===== config.mk =====
export PLATFORM = sky130hd
export DESIGN_NAME = osc_freq_counter
export DESIGN_NICKNAME = d
export VERILOG_FILES = /design/src/rtl/osc_cnt_pkg.sv /design/src/rtl/osc_freq_counter_sync_edge_det.sv /design/src/rtl/osc_freq_counter.sv
export SDC_FILE = /design/constraint.sdc
export NUM_CORES = 1
export LEC_CHECK = 0
export ABC_AREA = 1
export CORE_ASPECT_RATIO = 1.25
export CORE_MARGIN = 2
export CORE_UTILIZATION = 25
export CTS_BUF_LIST = sky130_fd_sc_hd__clkbuf_4
export DETAILED_ROUTE_END_ITERATION = 10
export GPL_TIMING_DRIVEN = 0
export SYNTH_ARGS = -nofsm -noshare
export SYNTH_HDL_FRONTEND = slang
export SYNTH_SLANG_ARGS = --single-unit
export TNS_END_PERCENT = 30

===== constraint.sdc =====
create_clock -name clk -period 4.1 [get_ports clk]
set_clock_uncertainty 0.15 [all_clocks]
set_input_delay 0.615 -clock clk [delete_from_list [all_inputs] [get_ports clk]]
set_output_delay 0.615 -clock clk [all_outputs]
set_load 0.005 [all_outputs]

===== src/rtl/osc_cnt_pkg.sv =====
// Shared types and constants for the ring-oscillator frequency counter.
// OSC_CNT_AVG_EN widens the gate counter to span four averaged windows.
package osc_cnt_pkg;

  typedef enum logic [1:0] {
    IDLE,
    ARM,
    GATE,
    DONE
  } osc_state_t;

  localparam int CNT_W          = 16;
  localparam int ARM_CYCLES     = 2;
  localparam int GATE_BASE_LOG2 = 10;

`ifdef OSC_CNT_AVG_EN
  localparam int AVG_LOG2 = 2;
`else
  localparam int AVG_LOG2 = 0;
`endif

  // Longest window is 2^17 cycles; averaging runs four of them back to back.
  localparam int GATE_CNT_W = 17 + AVG_LOG2;

endpackage


===== src/rtl/osc_freq_counter_sync_edge_det.sv =====
// Two-flop synchronizer on the asynchronous oscillator input plus a history
// flop; rise pulses for one clk on each synchronized rising edge.
module sync_edge_det (
  input  logic clk,
  input  logic rst,
  input  logic osc_in,
  output logic rise
);

  logic sync_p0;
  logic sync_p1;
  logic prev_p2;

  always_ff @(posedge clk) begin
    if (rst) begin
      sync_p0 <= 1'b0;
      sync_p1 <= 1'b0;
      prev_p2 <= 1'b0;
    end else begin
      sync_p0 <= osc_in;
      sync_p1 <= sync_p0;
      prev_p2 <= sync_p1;
    end
  end

  assign rise = sync_p1 & ~prev_p2;

endmodule


===== src/rtl/osc_freq_counter.sv =====
// Gated, saturating edge counter for a pre-divided ring oscillator, byte readout.
// Define OSC_CNT_AVG_EN to average four consecutive gate windows.
module osc_freq_counter
  import osc_cnt_pkg::*;
#(
  parameter int CNT_W      = osc_cnt_pkg::CNT_W,
  parameter int GATE_SEL_W = 3
) (
  input  logic                  clk,
  input  logic                  rst,
  input  logic                  osc_in,
  input  logic                  start,
  input  logic [GATE_SEL_W-1:0] gate_sel,
  input  logic                  byte_sel,
  output logic                  busy,
  output logic                  done,
  output logic                  ovf,
  output logic [7:0]            read_data
);

  // MSB of the return value flags an increment attempted at full scale.
  function automatic logic [CNT_W:0] sat_inc(input logic [CNT_W-1:0] c,
                                             input logic              inc);
    logic [CNT_W:0] r;
    if (!inc) begin
      r = {1'b0, c};
    end else if (&c) begin
      r = {1'b1, c};
    end else begin
      r = {1'b0, c + CNT_W'(1)};
    end
    return r;
  endfunction

  osc_state_t             state;
  logic                   rise;
  logic [GATE_SEL_W-1:0]  gsel_q;
  logic [GATE_CNT_W-1:0]  gate_cnt;
  logic [GATE_CNT_W-1:0]  meas_mask;
  logic                   meas_end;
  logic [CNT_W-1:0]       cnt;
  logic [CNT_W-1:0]       cnt_inc;
  logic                   ovf_bit;
  logic                   ovf_inc;
  logic [CNT_W-1:0]       result;
  logic [CNT_W-1:0]       result_nx;
  logic [15:0]            res16;
`ifdef OSC_CNT_AVG_EN
  logic [GATE_CNT_W-1:0]  win_mask;
  logic                   win_end;
  logic [CNT_W+1:0]       acc;
  logic [CNT_W+1:0]       acc_sum;
`endif

  sync_edge_det u_sync (
    .clk    (clk),
    .rst    (rst),
    .osc_in (osc_in),
    .rise   (rise)
  );

  // Window end is detected by the gate counter reaching an all-ones mask,
  // so no separate length register or comparator per gate_sel is needed.
  always_comb begin
    {ovf_inc, cnt_inc} = sat_inc(cnt, rise);
    meas_mask = (GATE_CNT_W'(1) << (GATE_BASE_LOG2 + AVG_LOG2 + int'(gsel_q)))
                - GATE_CNT_W'(1);
    meas_end  = (gate_cnt == meas_mask);
`ifdef OSC_CNT_AVG_EN
    win_mask  = (GATE_CNT_W'(1) << (GATE_BASE_LOG2 + int'(gsel_q))) - GATE_CNT_W'(1);
    win_end   = ((gate_cnt & win_mask) == win_mask);
    acc_sum   = acc + {2'b00, cnt_inc};
    result_nx = acc_sum[CNT_W+1:2];
`else
    result_nx = cnt_inc;
`endif
  end

  assign res16 = 16'(result);

  always_ff @(posedge clk) begin
    if (rst) begin
      state     <= IDLE;
      busy      <= 1'b0;
      done      <= 1'b0;
      ovf       <= 1'b0;
      result    <= '0;
      read_data <= '0;
      cnt       <= '0;
      ovf_bit   <= 1'b0;
      gate_cnt  <= '0;
      gsel_q    <= '0;
`ifdef OSC_CNT_AVG_EN
      acc       <= '0;
`endif
    end else begin
      read_data <= byte_sel ? res16[15:8] : res16[7:0];
      case (state)
        IDLE, DONE: begin
          if (start) begin
            state    <= ARM;
            busy     <= 1'b1;
            done     <= 1'b0;
            gsel_q   <= gate_sel;
            gate_cnt <= '0;
            cnt      <= '0;
            ovf_bit  <= 1'b0;
`ifdef OSC_CNT_AVG_EN
            acc      <= '0;
`endif
          end
        end
        // ARM only lets stale synchronizer contents drain; rises are dropped.
        ARM: begin
          if (gate_cnt == GATE_CNT_W'(ARM_CYCLES - 1)) begin
            state    <= GATE;
            gate_cnt <= '0;
          end else begin
            gate_cnt <= gate_cnt + GATE_CNT_W'(1);
          end
        end
        GATE: begin
          gate_cnt <= gate_cnt + GATE_CNT_W'(1);
          cnt      <= cnt_inc;
          ovf_bit  <= ovf_bit | ovf_inc;
`ifdef OSC_CNT_AVG_EN
          if (win_end) begin
            acc <= acc_sum;
            cnt <= '0;
          end
`endif
          // The final cycle's rise is folded straight into the result.
          if (meas_end) begin
            state  <= DONE;
            busy   <= 1'b0;
            done   <= 1'b1;
            result <= result_nx;
            ovf    <= ovf_bit | ovf_inc;
          end
        end
        default: state <= IDLE;
      endcase
    end
  end

endmodule


==> run notes, run 1 <==
Implementation numbers.

- The final timing report lists a hold violation count of 0.
- The floorplan row count reads approximately 51.
- The cell count after synthesis reads 608.
- The required time of the critical path reads 4310 ps.
- The OpenROAD warning count reads 34.
- The routed design shows a via density per instance of 4.549.
- The routed design could run at a clock period as short as about 2800 ps.
- The number of pins with negative max-slew slack in the final report is 0.
- The height of the chip reads 145.3 um.
- The combined area of all synthesized cells reads 3993 um^2.
- The cell count after placement is approximately 840.
- The number of flip-flops under the largest register name is 17.
- The number of distinct library cells after synthesis reads 35.
- The signal on the critical path passes through inv_2 -> ha_1 -> nor2_4 -> nand2_1 -> nand2_1 -> nand2_1 -> nor3_4 -> nand4_2 -> buf_2 -> a21oi_1 -> nor2_1.
- The critical path start-end classification is register to register.
- The share of total power dissipated in combinational logic is 0.332.
- The hold-critical path depth is 2.
- The post-synthesis sequential area ratio reads 0.3460.
- Per the hold report, the tightest min-delay path originates at u_sync.sync_p0.
- The combinational power reads 616 uW.
- The power group with the highest consumption reads sequential cells.
- The placer's final routability congestion estimate reads around 0.92.
- The layout buffering overhead excluding clock cells reads 0.05866.
- The area taken by sequential standard cells is reported as ~1400 um^2.
- The timing report gives the worst reg2reg path a setup slack of 1300 ps.
- The root buffer selected by CTS is clkbuf_4.
- The final net count is 657.
- The maximum fanout along the worst path is 10.
- Of the total power, the clock network draws 0.267.
- The power drawn by the clock network reads 496 uW.
- The via count of the first global-routing pass is 3719.
- The report puts the hold buffer count at CTS at 0.
- By instance count after routing, the leading logic cell types are nand2_1, inv_1, nor2_1, dfxtp_1, a21oi_1.
- Yosys mapped a number of flops with a built-in enable equal to 0.
- For this run, combinational gates with multiple inputs come to 448.
- The worst min-delay path class reads register to register.
- The share of the clock period used by the worst path after layout is 0.6836.
- The register with the most flip-flops reads gate_cnt.
- The global routing report lists met3 layer usage as 0.03551.
- The leakage power reads between 0.0015 and 0.002 uW.
- Entering global routing, the biggest net connects 15 pins.
- The number of warnings issued by yosys reads 0.
- The cell type of the slowest stage on the worst timing path reads dfxtp_1.
- The launching point of the worst reg2reg path is gsel_q[1].
- The relative slew slack reads 0.4830.
- The aggregate global-route resource usage reads 0.1334.
- Per the post-run analysis, buffers plus inverters along the critical path come to 2.
- The delay of the slowest cell on the worst path reads 550 ps.
- The cell occurring most often along the worst timing path reads nand2_1.
- The flow ran to the end, and the final reports show no timing, DRC or antenna violations.
- 19 I/O pins were placed.
- Once the clock tree was built, the resizer swapped 0 gates to a different size.
- The max-capacitance violation count is 0.
- The worst setup path is captured at a register.
- The sum of negative setup slack is 0 ps.
- The internal power consumption is about 1100 uW.
- The arrival time of data at the critical path endpoint is approximately 3000 ps.
- The fraction of area in clock buffers and inverters reads 0.03220.
- The core utilization at floorplan is 0.2554.
- The count of state elements after synthesis is 69.
- The top-area cell type share of the netlist area reads 0.3460.
- The global-route track usage on met2 is 0.2289.
- The post-route standard cell area excluding fillers is 4586 um^2.
- The worst reg2reg path endpoint is res16[6].
- The detailed route wirelength on metal3 is 304 um.
- According to the tapcell log, the count of inserted taps is approximately 210.
- In this run the post-CTS setup repair buffer count came out at 0.
- The synthesized area per cell reads 6.567 um^2.
- The power per cell area reads 404.9 nW/um^2.
- The post-synthesis net count is 628.
- The count of antenna-violating nets left after detailed routing reads 0.
- The total cell area at the placement stage is approximately 4400 um^2.
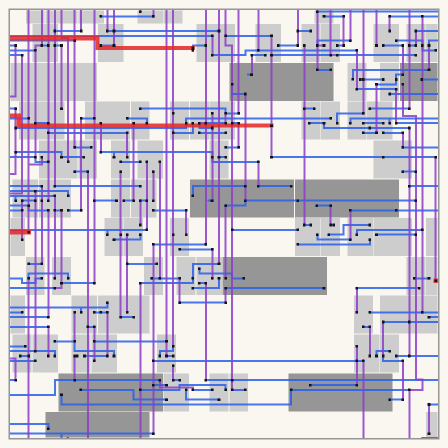
Figure 1: run 1, zoomed window.
Window x 44 to 74, y 58 to 88 um. Cells in gray, sequential cells in the stronger gray; small squares are vias.
- blue: metal 1
- red: metal 3
- purple: metal 2
- netlist names of flops here include: cnt (4), gate_cnt (2)
- sequential cells in the window: 7
- cells with their middle in the window: 68
- most frequent: nand2_1 (18), inv_1 (9), a21oi_1 (8)

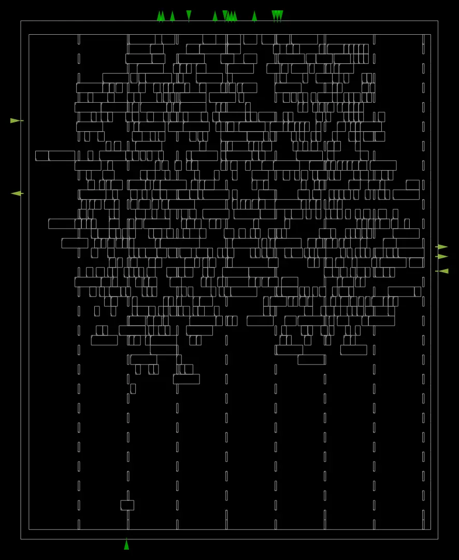
Figure 2: run 1, cell placement.
Final Non-Filler Cells: 854
proportion of cell area occupied by registers: 0.3012
core region area: 15630 um^2
fill cell count: 1750

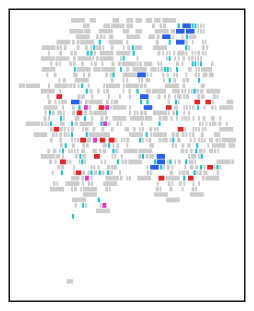
Figure 3: run 1, selected gate families.
Scale: 2 px per um.
- magenta: and/or cells (cells 6)
- cyan: inv cells (cells 73)
- red: xor and xnor cells (cells 17)
- blue: fa/ha/maj cells (cells 12)

Figure 4. Routed metal, one color a layer (run 1).
Scale: 2 px per um. Only two layers are drawn.
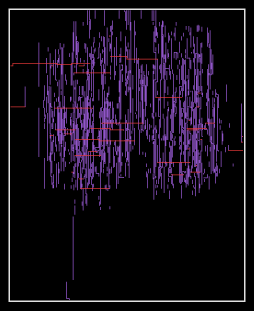

==> run 2, diff against run 1 <==
Clock period 4.1 ns to 2.65 ns, I/O delays scaled along.
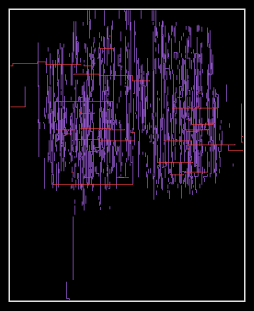
Figure 5: run 2, routed metal, one color a layer.
Scale: 2 px per um. Only two layers are drawn.
- red: metal 3 (wire length 397 um)
- purple: metal 2 (wire length 5540 um)

==> run 2 against run 1 <==
  * Maximum frequency is 12% higher
  * Die area stayed put
  * Critical path depth stayed put
  * Setup slack worse by 1200 ps
  * Worst hold slack worse by 0.54 ps
  * Combinational power is 61% higher
  * Critical endpoint is now res16[13]
  * Wire length is 0.51% higher
  * Utilization is 0.32 points higher
  * First-iteration DRC count is 1.4% higher
==> run notes, run 2 <==
Implementation numbers.

- The max-capacitance violation count reads 0 (unchanged).
- The floorplan row count reads 51 (unchanged).
- The overall routed net length is 10860 um (was 10800 um).
- The power of the sequential group is 1150 uW (was 744 uW).
- The proportion of layout cells with a drive suffix above 1 reads 0.07919 (was 0.07009).
- The biggest cell category by area in the final layout reads multi-input combinational cells (unchanged).
- The share of total power in sequential cells reads 0.396 (was 0.401).
- The required time of the critical path reads 2860 ps (was 4310 ps).
- The chip footprint came to 17000 um^2 (unchanged).
- The achievable frequency is 399.3 MHz (was 356.8 MHz).
- The global-route track usage on met2 reads 0.2289 (unchanged).
- The synthesized area per cell is 6.567 um^2 (unchanged).
- The logic gate share of total power reads 0.341 (was 0.332).
- The leakage power is 0.001804 uW (was 0.001783 uW).
- The capturing element type of the critical path is a register (unchanged).
- The power drawn by the clock network came to 765 uW (was 496 uW).
- The clock-pin slew of the registers on the worst-case setup and hold paths reads 150 ps (was 140 ps).
- The number of flip-flops under the largest register name is 17 (unchanged).
- The layout buffering overhead excluding clock cells is 0.06181 (was 0.05866).
- The clock network power share came to 0.263 (was 0.267).
- The register with the most flip-flops is gate_cnt (unchanged).
- The combined area of all synthesized cells reads 3993 um^2 (unchanged).
- The number of gates given a new drive strength after cts is 2 (was 0).
- The number of enable flip-flop cells reads 0 (unchanged).
- The average via count per standard cell is 4.544 (was 4.549).
- The detailed route wirelength on metal3 is 396 um (was 304 um).
- The worst reg2reg path endpoint is res16[13] (was res16[6]).
- The top metal layer carrying routed signals reads met4 (unchanged).
- The startpoint of the lowest-slack hold path reads u_sync.sync_p0 (unchanged).
- The post-synthesis sequential area ratio reads 0.3460 (unchanged).
- Most common logic cells in the final layout: nand2_1, inv_1, nor2_1, dfxtp_1, a21oi_1 (unchanged).
- The final-report setup violation count is 0 (unchanged).
- The hold-critical path depth came to 2 (unchanged).
- The hold-fix buffer count after cts is 0 (unchanged).
- The area of the core is 15630 um^2 (unchanged).
- The cell count after synthesis is 608 (unchanged).
- The critical path start-end classification is register to register (unchanged).
- The minimum clock period came to 2505 ps (was 2803 ps).
- The combinational power was 992 uW (was 616 uW).
- The number of endpoints with negative hold slack in the final report is 0 (unchanged).
- The final net count is 659 (was 657).
- The total of buffers placed on input and output ports is 18 (unchanged).
- The sum of negative setup slack is 0 ps (unchanged).
- The number of pins with negative max-slew slack in the final report is 0 (unchanged).
- The slack of the worst reg-to-reg path is 150 ps (was 1300 ps).
- The maximum fanout along the worst path is 10 (unchanged).
- The post-synthesis net count is 628 (unchanged).
- The power group with the highest consumption was sequential cells (unchanged).
- The count of multi-input combinational gates is 448 (unchanged).
- RSZ-0062 raised after global routing: false (unchanged).
- Cell area leaders: dfxtp_1, nand2_1, a21oi_1 (unchanged).
- The number of inserted filler cells in the final layout is 1745 (was 1750).
- The number of warnings issued by yosys was 0 (unchanged).
- The launching point of the worst reg2reg path is gsel_q[1] (unchanged).
- The buffer count excluding the clock tree in the final layout came to 38 (was 36).
- The worst path setup slack after routing reads 145.4 ps (was 1297 ps).
- The most instantiated library cell after synthesis reads nand2_1 (unchanged).
- The post-CTS setup buffer count reads 0 (unchanged).
- The OpenROAD warning count reads 34 (unchanged).
- The worst hold slack after final layout was 266.1 ps (was 266.7 ps).
- The number of distinct library cells after synthesis is 35 (unchanged).
- The die span in x is 117.0 um (unchanged).
- The share of the clock period used by the worst path after layout reads 0.9451 (was 0.6836).
- The worst min-delay path class reads register to register (unchanged).
- The internal power consumption is 1693 uW (was 1085 uW).
- The post-route standard cell area excluding fillers was 4636 um^2 (was 4586 um^2).
- The H-tree level count is 3 (unchanged).
- The number of tap cells added at floorplan reads 212 (unchanged).
- The number of detailed-route iterations in the first pass is 4 (unchanged).
- The height of the chip reads 145.3 um (unchanged).
- The register area is 1385 um^2 (was 1381 um^2).
- The post-synthesis xor/xnor area fraction is 0.03729 (unchanged).
- The area added between synthesis and finish is 16.11% (was 14.85%).
- The aggregate global-route resource usage was 0.1334 (unchanged).
- The critical path launch point type is a register (unchanged).
- The delay of the slowest cell on the worst path is 400 ps (was 550 ps).
- The inverter count of the layout excluding clock inverters reads 73 (unchanged).
- The arrival time of data at the critical path endpoint was 2710 ps (was 3010 ps).
- The largest delay contributor family on the critical path was simple AND/OR/NAND/NOR gates (unchanged).
- The most used flip-flop cell after synthesis is dfxtp_1 (unchanged).
- The count of state elements after synthesis is 69 (unchanged).
- The cell occurring most often along the worst timing path is nand2_1 (unchanged).
- The number of buffers created by CTS is 9 (unchanged).
- The post-route DRC violation count is 0 (unchanged).
- The number of diodes is 0 (unchanged).
- The cell type with the largest total area after synthesis reads dfxtp_1 (unchanged).
- The met3 usage in global routing is 0.03551 (unchanged).
- The clock sink count reads 69 (unchanged).
- The cell type of the slowest stage on the worst timing path was dfxtp_4 (was dfxtp_1).
- The worst-case setup slack after placement was -152.9 ps (was 1297 ps).
- The register share of the cell area is 0.2988 (was 0.3012).
- The first-pass GRT wire length reads 17860 um (unchanged).
- The number of buffers and inverters on the critical path reads 2 (unchanged).
- The most frequent standard cell in the layout excluding fill and tap cells is nand2_1 (unchanged).
- The placer's final routability congestion estimate came to 0.9171 (unchanged).
- Cell-by-cell listing of the critical path: inv_2 -> ha_2 -> nor2_4 -> nand2_1 -> nand2_1 -> nand2_1 -> nor3_4 -> nand4_4 -> clkbuf_4 -> a21oi_1 -> nor2_1 (was inv_2 -> ha_1 -> nor2_4 -> nand2_1 -> nand2_1 -> nand2_1 -> nor3_4 -> nand4_2 -> buf_2 -> a21oi_1 -> nor2_1).
- The count of antenna-violating nets left after detailed routing was 0 (unchanged).
- The total cell area at the placement stage is 4438 um^2 (unchanged).
- The I/O pin count reads 19 (unchanged).
- The relative slew slack is 0.4593 (was 0.4830).
- The core utilization at floorplan is 0.2554 (unchanged).
- The cell count after placement is 838 (unchanged).
- The root buffer selected by CTS reads clkbuf_4 (unchanged).
- Status: finished, final reports clean (unchanged).
- The prevailing logic family in the synthesized netlist is simple AND/OR/NAND/NOR gates (unchanged).
- The top-area cell type share of the netlist area is 0.3460 (unchanged).
- The worst-case clock buffer depth reads 2 (unchanged).
- The via count of the first global-routing pass is 3719 (unchanged).
- The basic-gate share of the synthesized area counting and, or, nand and nor cells reads 0.3400 (unchanged).
- The power per cell area is 628.1 nW/um^2 (was 404.9 nW/um^2).
- The maximum number of pins on one net before global-route repair is 15 (unchanged).
- The fraction of area in clock buffers and inverters reads 0.03185 (was 0.03220).
- The count of placed standard cells in the final layout, fillers left out reads 856 (was 854).
- The worst-case reg-to-reg path depth reads 11 (unchanged).
==> run 3, diff against run 2 <==
Settings changed: CTS_CLUSTER_SIZE set to 30, SKIP_LAST_GASP set to 1.
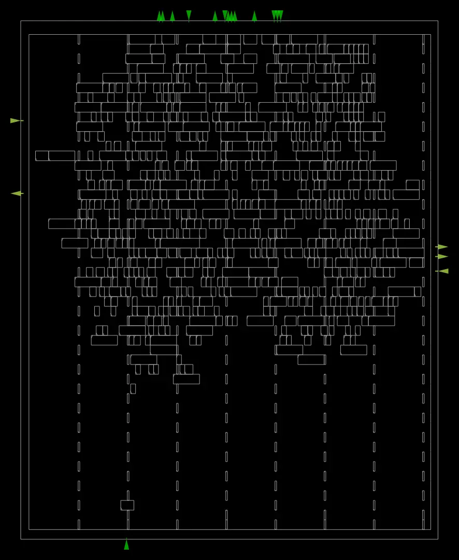
Figure 6: run 3, cell placement.
Final Non-Filler Cells: 856
proportion of cell area occupied by registers: 0.2988
row cnt: 51
fill cell count: 1745

==> run 3 against run 2 <==
  * Sequential cell count unchanged
  * Combinational power about the same
  * Worst hold slack unchanged
  * Largest power group unchanged
  * Synthesized cell count unchanged
  * Largest cell class unchanged
==> run notes, run 3 <==
Implementation numbers.

- The number of buffers and inverters on the critical path is 2 (unchanged).
- The internal power consumption reads 1693 uW (unchanged).
- The number of pins with negative max-slew slack in the final report came to 0 (unchanged).
- Most common logic cells in the final layout: nand2_1, inv_1, nor2_1, dfxtp_1, a21oi_1 (unchanged).
- The largest delay contributor family on the critical path reads simple AND/OR/NAND/NOR gates (unchanged).
- The aggregate global-route resource usage reads 0.1334 (unchanged).
- The cell occurring most often along the worst timing path is nand2_1 (unchanged).
- The cell count after placement is 838 (unchanged).
- The slack of the worst reg-to-reg path was 150 ps (about the same).
- The worst hold slack after final layout is 266.1 ps (unchanged).
- The final-report setup violation count was 0 (unchanged).
- The number of tap cells added at floorplan is 212 (unchanged).
- The number of warnings issued by yosys came to 0 (unchanged).
- The OpenROAD warning count is 34 (unchanged).
- The worst path setup slack after routing was 145.4 ps (unchanged).
- The area of the core reads 15630 um^2 (unchanged).
- The die span in x came to 117.0 um (unchanged).
- The core utilization at floorplan reads 0.2554 (unchanged).
- Status: finished, final reports clean (unchanged).
- The logic gate share of total power is 0.341 (about the same).
- The sum of negative setup slack is 0 ps (unchanged).
- The met1 routing resource usage after global routing was 0.1572 (unchanged).
- The critical path start-end classification was register to register (unchanged).
- The average via count per standard cell is 4.544 (unchanged).
- The worst reg2reg path endpoint is res16[13] (unchanged).
- The cell type of the slowest stage on the worst timing path is dfxtp_4 (unchanged).
- The number of buffers created by CTS is 9 (unchanged).
- The power drawn by the clock network reads 765 uW (about the same).
- The layout buffering overhead excluding clock cells reads 0.06181 (unchanged).
- The clock network power share reads 0.263 (about the same).
- The number of diodes reads 0 (unchanged).
- The via count of the first global-routing pass was 3719 (unchanged).
- The clock tree from TritonCTS is done (unchanged).
- The share of total power in sequential cells is 0.396 (about the same).
- RSZ-0062 raised after global routing: false (unchanged).
- Cell-by-cell listing of the critical path: inv_2 -> ha_2 -> nor2_4 -> nand2_1 -> nand2_1 -> nand2_1 -> nor3_4 -> nand4_4 -> clkbuf_4 -> a21oi_1 -> nor2_1 (unchanged).
- The H-tree level count is 3 (unchanged).
- The final net count reads 659 (unchanged).
- The critical path launch point type is a register (unchanged).
- The post-synthesis sequential area ratio came to 0.3460 (unchanged).
- The most instantiated library cell after synthesis is nand2_1 (unchanged).
- The hold-fix buffer count after cts came to 0 (unchanged).
- The count of state elements after synthesis is 69 (unchanged).
- The instance count on the critical path reads 11 (unchanged).
- The post-CTS setup buffer count was 0 (unchanged).
- The top metal layer carrying routed signals is met4 (unchanged).
- The detailed route wirelength on metal3 is 396 um (unchanged).
- The total cell area at the placement stage reads 4438 um^2 (unchanged).
- The slew at the pin closest to its max-slew limit was 805.7 ps (unchanged).
- The hold-critical path depth reads 2 (unchanged).
- The power group with the highest consumption is sequential cells (unchanged).
- The first-pass GRT wire length reads 17860 um (unchanged).
- The met3 usage in global routing came to 0.03551 (unchanged).
- The capturing element type of the critical path was a register (unchanged).
- Cell area leaders: dfxtp_1, nand2_1, a21oi_1 (unchanged).
- The max-capacitance violation count came to 0 (unchanged).
- The maximum number of pins on one net before global-route repair reads 15 (unchanged).
- The placer's final routability congestion estimate is 0.9171 (unchanged).
- The top-area cell type share of the netlist area reads 0.3460 (unchanged).
- The leakage power was 0.001804 uW (unchanged).
- The post-synthesis net count came to 628 (unchanged).
- The fraction of area in clock buffers and inverters reads 0.03185 (unchanged).
- The global-route track usage on met2 reads 0.2289 (unchanged).
- The biggest cell category by area in the final layout reads multi-input combinational cells (unchanged).
- The cell type with the largest total area after synthesis is dfxtp_1 (unchanged).
- The minimum clock period came to 2505 ps (unchanged).
- The relative slew slack is 0.4593 (unchanged).
- The I/O pin count is 19 (unchanged).
- The startpoint of the lowest-slack hold path is u_sync.sync_p0 (unchanged).
- The inverter count of the layout excluding clock inverters is 73 (unchanged).
- The worst min-delay path class was register to register (unchanged).
- The buffer count excluding the clock tree in the final layout came to 38 (unchanged).
- The power of the sequential group is 1150 uW (about the same).
- The worst-case setup slack after placement is -152.9 ps (unchanged).
- The share of the clock period used by the worst path after layout is 0.9451 (unchanged).
- The utilization after layout is 0.2965 (unchanged).
- The prevailing logic family in the synthesized netlist is simple AND/OR/NAND/NOR gates (unchanged).
- The combined area of all synthesized cells reads 3993 um^2 (unchanged).
- The height of the chip reads 145.3 um (unchanged).
- The area added between synthesis and finish is 16.11% (unchanged).
- The basic-gate share of the synthesized area counting and, or, nand and nor cells is 0.3400 (unchanged).
- The total of buffers placed on input and output ports reads 18 (unchanged).
- The synthesized area per cell is 6.567 um^2 (unchanged).
- The post-route DRC violation count is 0 (unchanged).
- The register area is 1385 um^2 (unchanged).
- The required time of the critical path reads 2860 ps (about the same).
- The register with the most flip-flops is gate_cnt (unchanged).
- The power per cell area reads 628.1 nW/um^2 (unchanged).
- The cell count after synthesis reads 608 (unchanged).
- The clock sink count is 69 (unchanged).
- The number of enable flip-flop cells reads 0 (unchanged).
- The count of multi-input combinational gates reads 448 (unchanged).
- The combinational power is 992 uW (about the same).
- The root buffer selected by CTS reads clkbuf_4 (unchanged).
- The achievable frequency is 399.3 MHz (unchanged).
- The post-synthesis xor/xnor area fraction is 0.03729 (unchanged).
- The proportion of layout cells with a drive suffix above 1 is 0.07919 (unchanged).
- The worst-case clock buffer depth reads 2 (unchanged).
- The most frequent standard cell in the layout excluding fill and tap cells is nand2_1 (unchanged).
- The async set-or-reset flop fraction in the synthesized netlist reads 0 (unchanged).
- The post-route standard cell area excluding fillers is 4636 um^2 (unchanged).
- The number of gates given a new drive strength after cts came to 2 (unchanged).
- The delay of the slowest cell on the worst path is 400 ps (about the same).
- The arrival time of data at the critical path endpoint reads 2710 ps (about the same).
- The chip footprint is 17000 um^2 (unchanged).
- The number of flip-flops under the largest register name was 17 (unchanged).
- The clock-pin slew of the registers on the worst-case setup and hold paths reads 150 ps (about the same).
- The most used flip-flop cell after synthesis is dfxtp_1 (unchanged).
- The number of endpoints with negative hold slack in the final report came to 0 (unchanged).
- The count of antenna-violating nets left after detailed routing reads 0 (unchanged).
- The number of detailed-route iterations in the first pass is 4 (unchanged).
- The total power draw came to 2912 uW (unchanged).
- The launching point of the worst reg2reg path was gsel_q[1] (unchanged).
- The maximum fanout along the worst path was 10 (unchanged).
- The overall routed net length reads 10860 um (unchanged).
- The number of distinct library cells after synthesis is 35 (unchanged).
Power and IR drop assume default switching activity.
